==> config.mk <==
export PLATFORM = sky130hd
export DESIGN_NAME = imm_encoder
export DESIGN_NICKNAME = d
export VERILOG_FILES = /design/src/rtl/imm_encoder.sv
export SDC_FILE = /design/constraint.sdc
export NUM_CORES = 1
export LEC_CHECK = 0
export CAP_MARGIN = 30
export CORE_ASPECT_RATIO = 1.1
export CORE_MARGIN = 2
export CORE_UTILIZATION = 30
export CTS_CLUSTER_SIZE = 10
export DETAILED_ROUTE_END_ITERATION = 8
export RECOVER_POWER = 50
export SYNTH_ARGS = -nofsm -noshare
export SYNTH_HDL_FRONTEND = slang
export SYNTH_SLANG_ARGS = --single-unit
==> constraint.sdc <==
create_clock -name clk_i -period 8.77 [get_ports clk_i]
set_clock_uncertainty 0.05 [all_clocks]
set_input_delay 0.877 -clock clk_i [delete_from_list [all_inputs] [get_ports clk_i]]
set_output_delay 0.877 -clock clk_i [all_outputs]
set_load 0.005 [all_outputs]
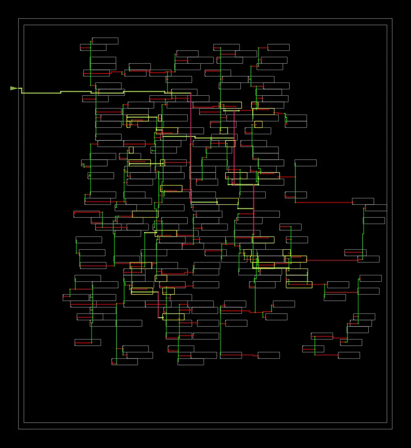
*The clock network*
seq_cells: 189
CTS Buf Count: 17
clock sink total: 189
clk_lat worst skew: 0.42 ns
clock buffers: 20

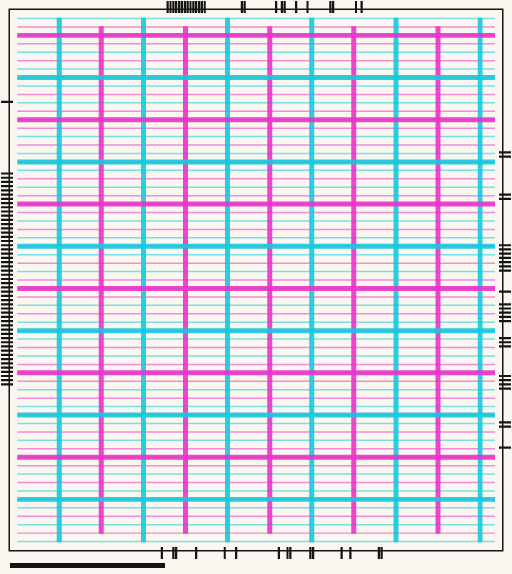
*PDN straps and rails*
The bar under the picture is 50 µm long. Pins as bars on the die edge.
- VDD: magenta
- VSS: cyan
- signal pins: 119
- met1 rails: 63
core footprint: 25,990 µm²
Die W: 158.6 µm
Peak VDD IR: 0.1602 mV
Die Ht: 174.1 µm

==> GITHUB_STEP_SUMMARY <==
### Metrics collected by this job

| Metric | Value |
|---|---|
| Fin crit period | `~4.1 ns` |
| Main flop type after synthesis | `edfxtp_1` |
| Initial antenna violation count | `0` |
| WP buf/inv | `4` |
| Final cell count without fillers | `991` |
| Leak Pwr | `roughly 3.7 nW` |
| Max Transition Viols Final | `about 93` |
| Pre-CTS setup slack | `~4.5 ns` |
| Setup Buffers After CTS | `0` |
| Share of cells above drive strength 1 | `around an eighth` |
| Yosys warning tally | `0` |
| Worst Hold Depth | `1` |
| Buffers on Ports | `between 100 and 150` |
| Tool warnings | `29` |
| Clock share of power | `a little under a quarter` |
| Max-Cap Viols | `2` |
| # H-tree levels | `4` |
| PnR worst setup slack | `between 4 and 5 ns` |
| Yosys stat chip area | `slightly below 8000 µm²` |
| Top Consumer | `sequential cells` |
| Top cells, area | `edfxtp_1, dfrtp_1, mux4_2` |
| First-pass GRT wire length | `just under 30,000 µm` |
| Setup crit start kind | `input pin` |
| GRT met3 Usage | `between 2 and 3%` |
| DRT met1 WL | `7725 µm` |
| Die ar. | `~28,000 µm²` |
| Worst-Margin Slew | `about 3.5 ns` |
| Nets@finish | `702` |
| Cell variety after synth | `50` |
| Met1 global-route usage | `roughly 18%` |
| R2R Setup Slk | `4.89 ns` |
| Fraction of registers with async set/reset | `between 30% and 40%` |
| Nonclk inv count | `12` |
| Dpl hpwl | `between 10,000 and 15,000 µm` |
| Max_slew headroom | `-131.5%` |
| Mux frac, synth | `around a tenth` |
| Switching share of power | `between 30 and 40%` |
| CTS tree | `built` |
| Logic share of the area | `between 20% and 30%` |
| PD cells | `328.7 nW/µm²` |
| Share of power burned in registers | `between 30% and 40%` |
| Slowest-stage cell, CP | `dlygate4sd3_1` |
| Placed cells | `approximately 960` |
| Comb gate area | `around 2400 µm²` |
| Worst Setup Path Type | `input pin to flip-flop` |
| Achievable frequency | `about 0.24 GHz` |
| Synth Instances | `approximately 490` |
| Dominant logic cell type in the layout | `edfxtp_1` |
| RePlAce Congestion | `roughly 0.72` |
| Floorplan utilization | `about 30%` |
| Non-clk buf share | `12.21%` |
| Total iterations of the first detailed-routing run | `5` |
| P_seq | `~1.3 mW` |
| Worst-case clock buffer depth | `2` |
| Violations in the final reports | `max-capacitance violations, max-slew violations` |
| Placed cell areas | `~9600 µm²` |
| Most used cell, CP | `buf_4` |
| Compound Share, Synth | `under 10%` |
| Largest fanout on the critical path | `34` |
| Status | `complete, but fails checks` |
| Hold_ws | `roughly 0.44 ns` |
| P&R area growth vs syn | `28.32%` |
| Number of enable flip-flop cells | `roughly 130` |
| Period utilisation layout | `approximately 47%` |
| Clock-net power | `approximately 0.77 mW` |
| Slowest stage delay, CP | `0.60 ns` |
| Clock-pin slew on the worst setup and hold paths | `0.07 ns` |
| Synth top cells by count | `edfxtp_1, dfrtp_1, a22oi_1` |
| Comb area leader | `multiplexers` |
| Yosys top cell by area | `edfxtp_1` |
| Row count | `between 60 and 70` |
| Total congestion overflow | `0` |
| Number of fillers in the final layout | `between 2,000 and 2,500` |
| Root Driver | `clkbuf_16` |
| RSZ-0062 raised after global routing | `false` |
| Routed WL | `18,610 µm` |
| Worst reg2reg path depth | `12` |
| Final instance area | `roughly 10,000 µm²` |
| Largest register FFs | `roughly 130` |
| Drt initial violations | `approximately 340` |
| Remaining antenna violation count | `0` |
| DRC viols | `0` |
| Final Hold Fails | `0` |
| Met3 Wirelength | `a little under 900 µm` |
| DR WL/cell | `about 19 µm` |
| Ports | `about 120` |
| Combinational power | `~1.3 mW` |
| GRT Max-Usage Layer | `met2` |
| Via count | `roughly 4,800` |
| Post-cts resize count | `0` |
| Seq/Total Area, Yosys | `between 60 and 70%` |
| Biggest Area Class | `registers` |
| Post-CTS Hold Fix Bufs | `0` |
| Most frequently placed logic cells in the final layout | `edfxtp_1, clkdlybuf4s50_1, dfrtp_1` |
| CP cell instances | `dlygate4sd3_1 -> and2_0 -> ha_1 -> fa_1 -> nor3_4 -> buf_4 -> inv_1 -> and2_1 -> buf_4 -> a22oi_1 -> o21ai_1` |
| Tap cells | `approximately 350` |
No activity file was given, so power comes from the tool's default toggle rates.
